==> config.mk <==
export PLATFORM = sky130hd
export DESIGN_NAME = pc_gen
export DESIGN_NICKNAME = d
export VERILOG_FILES = /design/src/rtl/pc_gen.sv
export SDC_FILE = /design/constraint.sdc
export NUM_CORES = 1
export LEC_CHECK = 0
export ABC_AREA = 1
export CORE_UTILIZATION = 49
export CTS_BUF_LIST = sky130_fd_sc_hd__clkbuf_16
export DETAILED_ROUTE_END_ITERATION = 6
export PLACE_DENSITY = 0.86
export SKIP_LAST_GASP = 1
export SLEW_MARGIN = 20
export SYNTH_ARGS = -nofsm -noshare
export SYNTH_HDL_FRONTEND = slang
export SYNTH_SLANG_ARGS = --single-unit
export TNS_END_PERCENT = 100
==> constraint.sdc <==
create_clock -name clk -period 6.8 [get_ports clk]
set_input_delay 1.36 -clock clk [delete_from_list [all_inputs] [get_ports clk]]
set_output_delay 1.36 -clock clk [all_outputs]
set_load 0.05 [all_outputs]
==> src/rtl/pc_gen.sv <==
// pc_gen -- fetch-stage program-counter generator.
//
// Holds the architectural fetch PC and presents it to instruction memory over
// a valid/ready handshake. Trap and branch/jump redirects are applied by
// priority. A redirect that arrives while a request is outstanding is parked
// in a one-entry pending register until that request is accepted. A counted
// run of bubble cycles can be inserted, and a backend stall holds off new
// requests.
//
// Ports:
//   clk, reset          clock; synchronous active-high reset
//   stall_i             backend hold: no new request, bubble count frozen
//   bubble_i            number of bubble cycles to insert (0 = none)
//   redirect_valid_i    taken branch/jump, target on redirect_pc_i
//   trap_valid_i        trap redirect (wins over redirect), target on trap_pc_i
//   ireq_valid_o        registered fetch request valid
//   ireq_addr_o         fetch address (identical to pc_o)
//   ireq_ready_i        instruction memory accepts the request
//   pc_o                current fetch PC
//   bubble_cnt_o        bubble cycles still to run
//   pend_valid_o        a redirect is parked in the pending register
module pc_gen #(
    parameter int          XLEN       = 64,
    parameter logic [63:0] PC_INIT    = 64'h8000_0000,
    parameter int          ILEN_BYTES = 4,
    parameter int          BUBBLE_W   = 4
) (
    input  logic                clk,
    input  logic                reset,
    input  logic                stall_i,
    input  logic [BUBBLE_W-1:0] bubble_i,
    input  logic                redirect_valid_i,
    input  logic [XLEN-1:0]     redirect_pc_i,
    input  logic                trap_valid_i,
    input  logic [XLEN-1:0]     trap_pc_i,
    output logic                ireq_valid_o,
    output logic [XLEN-1:0]     ireq_addr_o,
    input  logic                ireq_ready_i,
    output logic [XLEN-1:0]     pc_o,
    output logic [BUBBLE_W-1:0] bubble_cnt_o,
    output logic                pend_valid_o
);

    localparam logic [XLEN-1:0] PC_RESET = PC_INIT[XLEN-1:0];

    typedef enum logic [1:0] {
        IDLE   = 2'd0,
        RUN    = 2'd1,
        BUBBLE = 2'd2
    } state_t;

    state_t              state;
    logic [XLEN-1:0]     pc;
    logic                ireq_valid;
    logic [BUBBLE_W-1:0] bubble_cnt;
    logic                pend_valid;
    logic                pend_trap;
    logic [XLEN-1:0]     pend_pc;

    logic                accept;
    logic                hold;
    logic                evt;
    logic [XLEN-1:0]     target;
    logic [XLEN-1:0]     pc_inc;

    assign accept = ireq_valid & ireq_ready_i;
    // A presented but unaccepted request must stay frozen on the bus.
    assign hold   = ireq_valid & ~ireq_ready_i;
    assign evt    = trap_valid_i | redirect_valid_i;
    assign target = trap_valid_i ? trap_pc_i : redirect_pc_i;
    assign pc_inc = pc + XLEN'(ILEN_BYTES);

    always_ff @(posedge clk) begin
        if (reset) begin
            state      <= IDLE;
            pc         <= PC_RESET;
            ireq_valid <= 1'b0;
            bubble_cnt <= '0;
            pend_valid <= 1'b0;
            pend_trap  <= 1'b0;
        end else if (hold) begin
            // PC and valid are untouched; only the pending slot can change.
            // A parked trap is never displaced by a plain redirect.
            if (trap_valid_i) begin
                pend_valid <= 1'b1;
                pend_trap  <= 1'b1;
                pend_pc    <= trap_pc_i;
            end else if (redirect_valid_i && !(pend_valid && pend_trap)) begin
                pend_valid <= 1'b1;
                pend_trap  <= 1'b0;
                pend_pc    <= redirect_pc_i;
            end
        end else if (evt) begin
            // A live event beats whatever is parked, and aborts any bubbles.
            pc         <= target;
            pend_valid <= 1'b0;
            pend_trap  <= 1'b0;
            bubble_cnt <= '0;
            state      <= RUN;
            ireq_valid <= ~stall_i;
        end else begin
            case (state)
                IDLE: begin
                    state      <= RUN;
                    ireq_valid <= ~stall_i;
                end
                BUBBLE: begin
                    ireq_valid <= 1'b0;
                    if (!stall_i) begin
                        if (bubble_cnt <= BUBBLE_W'(1)) begin
                            bubble_cnt <= '0;
                            state      <= RUN;
                            ireq_valid <= 1'b1;
                        end else begin
                            bubble_cnt <= bubble_cnt - BUBBLE_W'(1);
                        end
                    end
                end
                RUN: begin
                    if (accept) begin
                        pc         <= pend_valid ? pend_pc : pc_inc;
                        pend_valid <= 1'b0;
                        pend_trap  <= 1'b0;
                    end
                    if (bubble_i != '0) begin
                        state      <= BUBBLE;
                        bubble_cnt <= bubble_i;
                        ireq_valid <= 1'b0;
                    end else begin
                        ireq_valid <= ~stall_i;
                    end
                end
                default: begin
                    state      <= RUN;
                    ireq_valid <= 1'b0;
                end
            endcase
        end
    end

    assign ireq_valid_o = ireq_valid;
    assign ireq_addr_o  = pc;
    assign pc_o         = pc;
    assign bubble_cnt_o = bubble_cnt;
    assign pend_valid_o = pend_valid;

endmodule

Met1 routing:
Drawn at 3 px/um. Supply wires on this layer in gray.
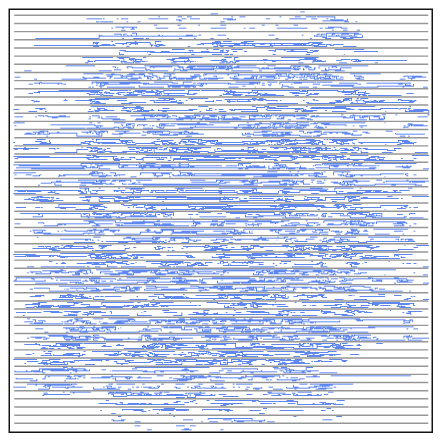
The layer carries 12400 um of wire. The wires run mostly horizontal. 1513 nets have wire on it. The layer holds 42% of the routed length. The longest straight run is 49.0 um.
via count: 9856
final WL: 29200 um
met1 track demand over resource: 0.390

Metal 2:
Drawn at 2 px/um.
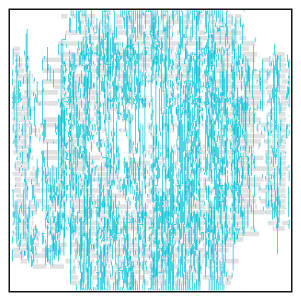
The layer holds 47% of the routed length. 1334 nets have wire on it.
met2 usage: 0.493

==> flow_metrics.py <==
# Metrics from the implementation run
metrics = {
    "worst_setup_path": {
        "worst-endpoint-arrival_ps": 5280,
        "timing_worst_setup_path_type": "primary input to register",
        "timing.rr.end": "ireq_addr_o[1]",
        "critical_path.slowest_cell": "sky130_fd_sc_hd__inv_2",
    },
    "sta": {
        "rsz0062_at_grt": "no",
        "finalHoldViolations": 0,
        "finalWorstPathRequiredPeriod_ps": 4980,
        "maxClockFrequency_mhz": 201,
        "hold-worst-slack_ps": 487,
        "final-max-slew-violation-count": 0,
        "setup_slack_ps": 1820,
        "clock-skew-final_ps": 7.40,
    },
    "placed_design": {
        "numPortBuffers": 271,
    },
    "global_route": {
        "initial_antenna_violation_count": 0,
        "global_route.peak_usage_layer": "met2",
        "first_global_vias": 8894,
    },
    "yosys": {
        "common_cells": "sky130_fd_sc_hd__nand2_1 (424), sky130_fd_sc_hd__nor2_1 (207), sky130_fd_sc_hd__a21oi_1 (114), sky130_fd_sc_hd__inv_1 (90), sky130_fd_sc_hd__dfxtp_1 (73)",
        "synth_sequential_area_ratio": 0.360,
        "compound_area_frac": 0.135,
        "synth_adder_area_share": 0.00399,
        "synth_area_sq_um": 9400,
        "synth-area-yosys_sq_um": 9400,
        "logic_family": "simple AND/OR/NAND/NOR gates",
        "post_synth_edffs": 64,
    },
    "clock_tree": {
        "cts.sinks": 137,
        "cts_resized": 0,
        "ctsLongestPathBuffers": 2,
        "cts.hold.buffers_added": 0,
        "ctsHtreeMaxLevel": 4,
        "cts-root-buf": "sky130_fd_sc_hd__clkbuf_16",
    },
    "floorplan": {
        "floorplanUtilization": 0.501,
    },
    "min_path": {
        "hold-path-endpoint": "pend_trap",
        "worstHoldPathType": "register to register",
    },
    "route": {
        "detail_route.wirelength.met1_um": 12400,
        "via_density": 5.41,
    },
    "power": {
        "finalPower_mw": 2.78,
        "comb_power_share": 0.307,
        "power.internal_mw": 1.76,
        "power.share.switching": 0.366,
    },
    "layout": {
        "num-fill-cells": 1650,
        "final_cell_area_sq_um": 12200,
    },
    "outcome": {
        "status": "finished clean",
    },
}
M3 wires:
Drawn at 3 px/um.
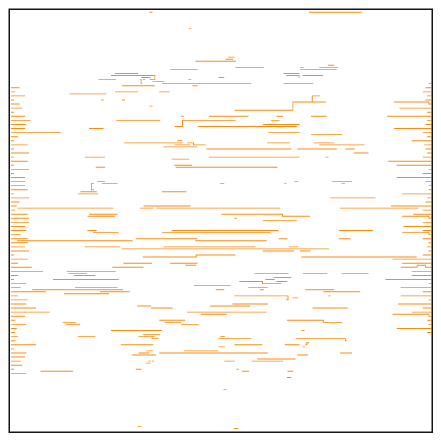
The layer carries 2400 um of wire. 249 nets have wire on it. The wires run mostly horizontal. The longest straight run is 68.8 um. The layer holds 8.2% of the routed length.
GR met3 Demand/Resource: 0.0537

==> layout make-up <==
| type | instances | area, sq um | share of cell area |
|---|---|---|---|
| clock buffers | 17 | 425 | 0.0348 |
| clock inverters | 15 | 154 | 0.0126 |
| inverters | 93 | 354 | 0.0290 |
| multi-input cells | 1047 | 4850 | 0.397 |
| flip-flops and latches | 137 | 3380 | 0.277 |
| well taps | 234 | 293 | 0.0240 |
| repair buffers | 278 | 2760 | 0.226 |
==> power groups by stage <==
stage                     logic [mW]  registers [mW]  clock network [mW]
after floorplan                0.462            1.16                   0
after global placement         0.835            1.04                   0
after detailed placement       0.848            1.04                   0
after CTS                      0.853            1.02               0.904
after global routing           0.908            1.03               0.938
final                          0.854            1.02               0.904
Power and IR drop assume default switching activity.
